File: config.mk
export PLATFORM = sky130hd
export DESIGN_NAME = pixel_axis_tx_flat
export DESIGN_NICKNAME = d
export VERILOG_FILES = /design/src/rtl/raytracer_pkg.sv /design/src/rtl/pixel_axis_tx_if.sv /design/src/rtl/axis_beat_fifo.sv /design/src/rtl/pixel_axis_tx.sv /design/src/flat_wrapper.sv
export SDC_FILE = /design/constraint.sdc
export NUM_CORES = 1
export LEC_CHECK = 0
export ABC_AREA = 1
export CAP_MARGIN = 20
export CORE_ASPECT_RATIO = 2
export CORE_MARGIN = 4
export CORE_UTILIZATION = 40
export DETAILED_ROUTE_END_ITERATION = 16
export PLACE_DENSITY = 0.64
export SLEW_MARGIN = 20
export SYNTH_ARGS = -nofsm -noshare
export SYNTH_HDL_FRONTEND = slang
export SYNTH_SLANG_ARGS = --single-unit
File: constraint.sdc
create_clock -name aclk -period 2.25 [get_ports aclk]
set_input_delay 0.3375 -clock aclk [delete_from_list [all_inputs] [get_ports aclk]]
set_output_delay 0.3375 -clock aclk [all_outputs]
set_load 0.05 [all_outputs]
File: src/rtl/raytracer_pkg.sv
// rtl/raytracer_pkg.sv - shared types and helpers for the ray-tracing coprocessor pixel path
package raytracer_pkg;

    localparam int DEFAULT_FRAME_W = 32;
    localparam int DEFAULT_FRAME_H = 32;

    typedef struct packed {
        logic [7:0] r;
        logic [7:0] g;
        logic [7:0] b;
    } rgb_t;

    typedef enum logic [1:0] {
        IDLE,
        STREAM,
        DRAIN
    } axis_tx_state_e;

    function automatic logic [31:0] pack_pixel(input rgb_t p);
        return {8'h00, p.r, p.g, p.b};
    endfunction

endpackage

File: src/rtl/pixel_axis_tx_if.sv
// rtl/pixel_axis_tx_if.sv - renderer pixel input and AXI4-Stream output bundle
interface pixel_axis_tx_if;

    logic        pix_valid;
    logic [23:0] pix_data;
    logic        pix_ready;
    logic        m_axis_tvalid;
    logic [31:0] m_axis_tdata;
    logic        m_axis_tlast;
    logic        m_axis_tready;

    modport slave (
        input  pix_valid, pix_data, m_axis_tready,
        output pix_ready, m_axis_tvalid, m_axis_tdata, m_axis_tlast
    );

    modport master (
        output pix_valid, pix_data, m_axis_tready,
        input  pix_ready, m_axis_tvalid, m_axis_tdata, m_axis_tlast
    );

endinterface

File: src/rtl/axis_beat_fifo.sv
// rtl/axis_beat_fifo.sv - small register FIFO carrying {last, data} beats with registered flags
module axis_beat_fifo #(
    parameter int DEPTH = 2,
    parameter int WIDTH = 33
) (
    input  logic             aclk,
    input  logic             aresetn,
    input  logic             i_push,
    input  logic [WIDTH-1:0] i_data,
    input  logic             i_pop,
    output logic [WIDTH-1:0] o_data,
    output logic             o_empty,
    output logic             o_full,
    output logic             o_full_next
);

    localparam int AW = $clog2(DEPTH);

    logic [WIDTH-1:0] r_mem [DEPTH];
    logic [AW-1:0]    r_wr_ptr;
    logic [AW-1:0]    r_rd_ptr;
    logic [AW:0]      r_count;
    logic             r_empty;
    logic             r_full;
    logic [AW:0]      w_count_next;
    logic             w_push;
    logic             w_pop;

    assign w_push       = i_push && !r_full;
    assign w_pop        = i_pop && !r_empty;
    assign w_count_next = r_count + (AW+1)'(w_push) - (AW+1)'(w_pop);
    assign o_full_next  = (w_count_next == (AW+1)'(DEPTH));
    assign o_data       = r_mem[r_rd_ptr];
    assign o_empty      = r_empty;
    assign o_full       = r_full;

    always_ff @(posedge aclk or negedge aresetn) begin
        if (!aresetn) begin
            for (int i = 0; i < DEPTH; i++) begin
                r_mem[i] <= '0;
            end
            r_wr_ptr <= '0;
            r_rd_ptr <= '0;
            r_count  <= '0;
            r_empty  <= 1'b1;
            r_full   <= 1'b0;
        end else begin
            if (w_push) begin
                r_mem[r_wr_ptr] <= i_data;
                r_wr_ptr        <= r_wr_ptr + AW'(1);
            end
            if (w_pop) begin
                r_rd_ptr <= r_rd_ptr + AW'(1);
            end
            r_count <= w_count_next;
            r_empty <= (w_count_next == '0);
            r_full  <= o_full_next;
        end
    end

endmodule

File: src/rtl/pixel_axis_tx.sv
// rtl/pixel_axis_tx.sv - frames renderer pixels into an AXI4-Stream with tlast on the final pixel
module pixel_axis_tx
    import raytracer_pkg::*;
#(
    parameter int FRAME_W    = DEFAULT_FRAME_W,
    parameter int FRAME_H    = DEFAULT_FRAME_H,
    parameter int FIFO_DEPTH = 2
) (
    input  logic            aclk,
    input  logic            aresetn,
    input  logic            start,
    output logic            busy,
    output logic            done,
    pixel_axis_tx_if.slave  bus
);

    localparam int NPIX = FRAME_W * FRAME_H;
    localparam int CW   = $clog2(NPIX);

    axis_tx_state_e r_state;
    axis_tx_state_e w_state_next;
    logic [CW-1:0]  r_count;
    logic           r_pix_ready;
    logic           r_done;
    logic           w_accept;
    logic           w_last_pix;
    logic           w_beat_done;
    logic [32:0]    w_fifo_din;
    logic [32:0]    w_fifo_dout;
    logic           w_empty;
    logic           w_full;
    logic           w_full_next;

    assign w_accept    = bus.pix_valid && r_pix_ready && !w_full;
    assign w_last_pix  = (r_count == CW'(NPIX - 1));
    assign w_fifo_din  = {w_last_pix, pack_pixel(rgb_t'(bus.pix_data))};
    assign w_beat_done = !w_empty && bus.m_axis_tready && w_fifo_dout[32];

    axis_beat_fifo #(
        .DEPTH (FIFO_DEPTH),
        .WIDTH (33)
    ) u_fifo (
        .aclk        (aclk),
        .aresetn     (aresetn),
        .i_push      (w_accept),
        .i_data      (w_fifo_din),
        .i_pop       (bus.m_axis_tready),
        .o_data      (w_fifo_dout),
        .o_empty     (w_empty),
        .o_full      (w_full),
        .o_full_next (w_full_next)
    );

    always_comb begin
        w_state_next = r_state;
        case (r_state)
            IDLE:    if (start)                   w_state_next = STREAM;
            STREAM:  if (w_accept && w_last_pix)  w_state_next = DRAIN;
            DRAIN:   if (w_beat_done)             w_state_next = IDLE;
            default:                              w_state_next = IDLE;
        endcase
    end

    // pix_ready looks at next-cycle occupancy so a pop while full reopens the input one cycle later
    always_ff @(posedge aclk or negedge aresetn) begin
        if (!aresetn) begin
            r_state     <= IDLE;
            r_count     <= '0;
            r_pix_ready <= 1'b0;
            r_done      <= 1'b0;
        end else begin
            r_state     <= w_state_next;
            r_pix_ready <= (w_state_next == STREAM) && !w_full_next;
            r_done      <= (r_state == DRAIN) && w_beat_done;
            if (r_state == IDLE && start) begin
                r_count <= '0;
            end else if (w_accept) begin
                r_count <= r_count + CW'(1);
            end
        end
    end

    assign busy              = (r_state == STREAM) || (r_state == DRAIN);
    assign done              = r_done;
    assign bus.pix_ready     = r_pix_ready;
    assign bus.m_axis_tvalid = !w_empty;
    assign bus.m_axis_tdata  = w_fifo_dout[31:0];
    assign bus.m_axis_tlast  = w_fifo_dout[32] && !w_empty;

endmodule

File: src/flat_wrapper.sv
// flat-port wrapper written by rule: the top's interface ports become plain ports
module pixel_axis_tx_flat import raytracer_pkg::*;
#(
    parameter int FRAME_W    = DEFAULT_FRAME_W,
    parameter int FRAME_H    = DEFAULT_FRAME_H,
    parameter int FIFO_DEPTH = 2
)
  (aclk, aresetn, start, busy, done, bus_pix_valid, bus_pix_data, bus_m_axis_tready, bus_pix_ready, bus_m_axis_tvalid, bus_m_axis_tdata, bus_m_axis_tlast);
  pixel_axis_tx_if bus_i ();
  input  logic aclk;
  input  logic aresetn;
  input  logic start;
  output logic busy;
  output logic done;
  input wire logic [$bits(bus_i.pix_valid)-1:0] bus_pix_valid;
  input wire logic [$bits(bus_i.pix_data)-1:0] bus_pix_data;
  input wire logic [$bits(bus_i.m_axis_tready)-1:0] bus_m_axis_tready;
  output wire logic [$bits(bus_i.pix_ready)-1:0] bus_pix_ready;
  output wire logic [$bits(bus_i.m_axis_tvalid)-1:0] bus_m_axis_tvalid;
  output wire logic [$bits(bus_i.m_axis_tdata)-1:0] bus_m_axis_tdata;
  output wire logic [$bits(bus_i.m_axis_tlast)-1:0] bus_m_axis_tlast;
  assign bus_i.pix_valid = bus_pix_valid;
  assign bus_i.pix_data = bus_pix_data;
  assign bus_i.m_axis_tready = bus_m_axis_tready;
  assign bus_pix_ready = bus_i.pix_ready;
  assign bus_m_axis_tvalid = bus_i.m_axis_tvalid;
  assign bus_m_axis_tdata = bus_i.m_axis_tdata;
  assign bus_m_axis_tlast = bus_i.m_axis_tlast;
  pixel_axis_tx #(.FRAME_W(FRAME_W), .FRAME_H(FRAME_H), .FIFO_DEPTH(FIFO_DEPTH)) u_core (.aclk(aclk), .aresetn(aresetn), .start(start), .busy(busy), .done(done), .bus(bus_i));
endmodule
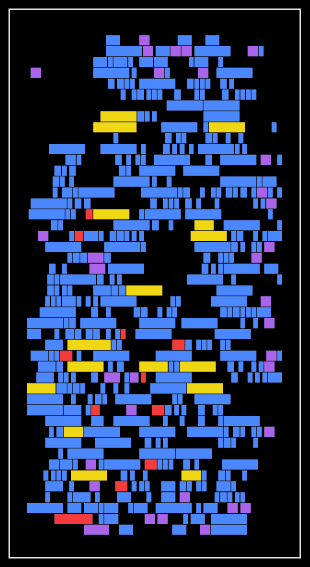
(images/drive_strength.png)
(4 px per um)
[drive 6 and up] yellow | cells: 16 | share: 3.5%
[drive 1 or less] blue | cells: 399 | share: 87%
[drive 2] red | cells: 11 | share: 2.4%
[drive 3 to 4] purple | cells: 33 | share: 7.2%
final standard cell area without fillers: 4190 um2
layout-stage area growth over the synthesis result: 26.3%
final worst setup slack: 299 ps
nonclk buf count: 61

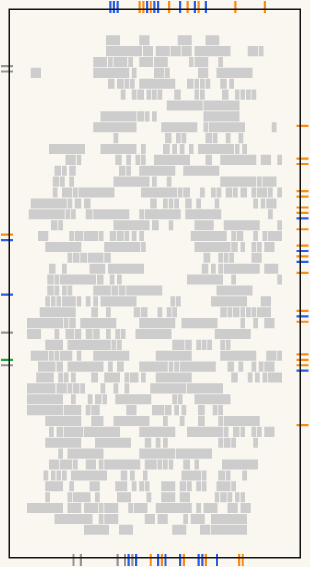
(images/pins.png)
(4 px per um) Pins as bars across the die edge, other pins in grey.
[busy] green | pins: 1 | direction: output | edge: west
[bus_m_axis_tdata] orange | pins: 32 | direction: output | edge: 17 east, 8 north, 6 south, 1 west
[bus_pix_data] blue | pins: 24 | direction: input | edge: 9 north, 8 south, 5 east, 2 west
die height: 137 um
horizontal die size: 72.4 um
Port Buffers: 57

==> Flow_metrics.wiki <==
== Run summary ==
{| class="wikitable"
! Metric !! Value
|-
| Via count of the first global-routing pass || 2,567
|-
| Number of nets with antenna violations after detailed routing || 0
|-
| Worst R2R Start || u_core.u_fifo.o_empty$_DFF_PN1_
|-
| Sum of net half-perimeters after detailed placement || 4690 um
|-
| Total power || 6.59 mW
|-
| Sequential fraction of the synthesis area || 52.9%
|-
| Signal arrival time at the worst endpoint || 1610 ps
|-
| Ratio of routed vias to standard cells || 4.67
|-
| Number of sinks driven by the clock tree || 70
|-
| Start-to-end type of the worst setup path || reg2out
|-
| Detailed Routing Iterations Pass 1 || 4
|-
| First DRT Iteration DRCs || 164
|-
| Mapped Area || 3320 um2
|-
| Xor+xnor area frac || 0.528%
|-
| Worst supply voltage drop on vdd || 0.787 mV
|-
| Number of setup violations in the final report || 0
|-
| Number of register bits inferred by synthesis || 70
|-
| Highest-count cells in the layout ignoring fill and taps || 146 x sky130_fd_sc_hd__nand2_1, 69 x sky130_fd_sc_hd__dfrtp_1, 48 x sky130_fd_sc_hd__inv_1
|-
| Worst slew margin relative to its limit || 41.2%
|-
| Internal power summed over all cells || 3.73 mW
|-
| Post-layout nets || 490
|-
| RSZ-0062 raised after global routing || no
|-
| Shortest period the worst path allows || 1950 ps
|-
| First-pass GRT wire length || 11,700 um
|-
| Post-synth cell types || 30
|-
| Register share of total power || 30.5%
|-
| Kind of path behind the tightest hold check || in2async
|-
| R2r setup slk || 510 ps
|-
| MUX area fraction || 0%
|-
| Fraction of final layout cells with drive strength greater than 1 || 13.1%
|-
| Clock buffer count from CTS || 9
|-
| Average wire length per cell after detail routing || 12.5 um
|-
| Final GP Congestion || 0.767
|-
| Antenna fix cells || 0
|-
| Status || complete, no violations
|-
| Worst-case setup slack after placement || 172 ps
|-
| Clock root buffer master || sky130_fd_sc_hd__clkbuf_16
|-
| Hold_ws || 115 ps
|-
| Sequential logic power || 2.01 mW
|-
| FF-to-FF End || u_core.bus.pix_ready$_DFF_PN0_
|-
| Critical Path Sink || bus_m_axis_tlast
|-
| Wirelength, routed || 6930 um
|-
| Least-Margin Pin Slew || 882 ps
|}
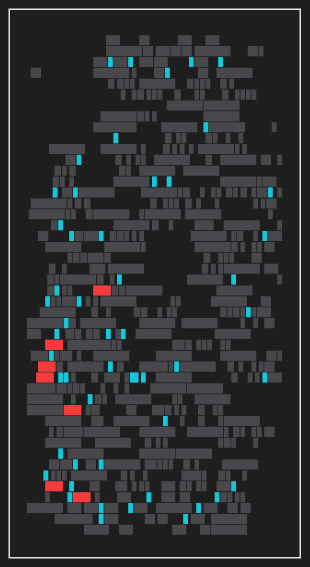
(images/gate_families.png)
(4 px per um)
[adder and majority cells] red | cells: 7 | most used: ha_1
[inverters] cyan | cells: 51 | most used: inv_1 | where: all over the die
final cell count without fillers: 555
fraction of area in multi-input gates: 29.2%
most frequent standard cell in the layout excluding fill and tap cells: sky130_fd_sc_hd__nand2_1

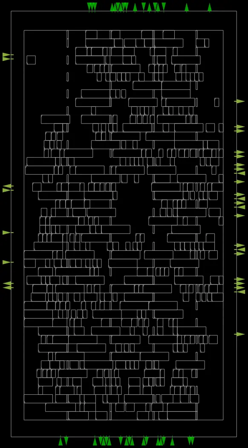
(images/final_placement.png)
Core Box Area: 8000 um2
Placement Rows: 46
number of filler instances in the final layout: 769
number of well taps: 96
utilization after layout: 52.3%

Yosys cell counts (all sizes together):
| cell type | n | area share, % |
|---|---|---|
| xnor2 | 1 | 0.26 |
| a21boi | 1 | 0.23 |
| clkbuf | 6 | 0.68 |
| o21bai | 1 | 0.23 |
| dfrtp | 69 | 52 |
| conb | 1 | 0.11 |
| nand3b | 1 | 0.23 |
| dfstp | 1 | 0.79 |
| nand4 | 1 | 0.19 |
| o211ai | 1 | 0.23 |
| nor2 | 15 | 2.4 |
| o21ai | 58 | 9.2 |
| xor2 | 1 | 0.26 |
| inv | 51 | 5.8 |
| ha | 7 | 2.6 |
| nand3 | 7 | 1.4 |
| buf | 18 | 4.5 |
| nand2 | 148 | 17 |
| nor3 | 1 | 0.15 |
| a21oi | 10 | 1.6 |
layer usage:
layer | part of all wire, % | track usage (%)
met3 | 4.5 | 3.82
met1 | 39 | 16.9
met2 | 54 | 27.1
met4 | 2.4 | 7.08
met5 | 0 | 0
flip-flops by register name, summed over array words and instances (netlist names):
signal / count
u_core.u_fifo.r_count: 2
u_core.bus.pix_ready: 1
u_core.r_state: 2
u_core.r_count: 10
u_core.u_fifo.r_wr_ptr: 1
u_core.done: 1
u_core.u_fifo.o_full: 1
u_core.u_fifo.o_empty: 1
u_core.u_fifo.r_mem: 50
u_core.u_fifo.r_rd_ptr: 1
layout make-up:
class	count	area [um2]
Fill cell	769	3810
Clock inverter	3	65.1
Clock buffer	13	270
Multi-Input combinational cell	261	1220
Tap cell	96	120
Inverter	51	194
Sequential cell	70	1750
Timing Repair Buffer	61	563
worst max-delay path: stages (launching register included):
cell                      delay, ps
sky130_fd_sc_hd__dfrtp_1        440
sky130_fd_sc_hd__inv_4          260
sky130_fd_sc_hd__nand2_1        120
sky130_fd_sc_hd__a21oi_1        280
sky130_fd_sc_hd__buf_12         180
No activity file was given, so power comes from the tool's default toggle rates.
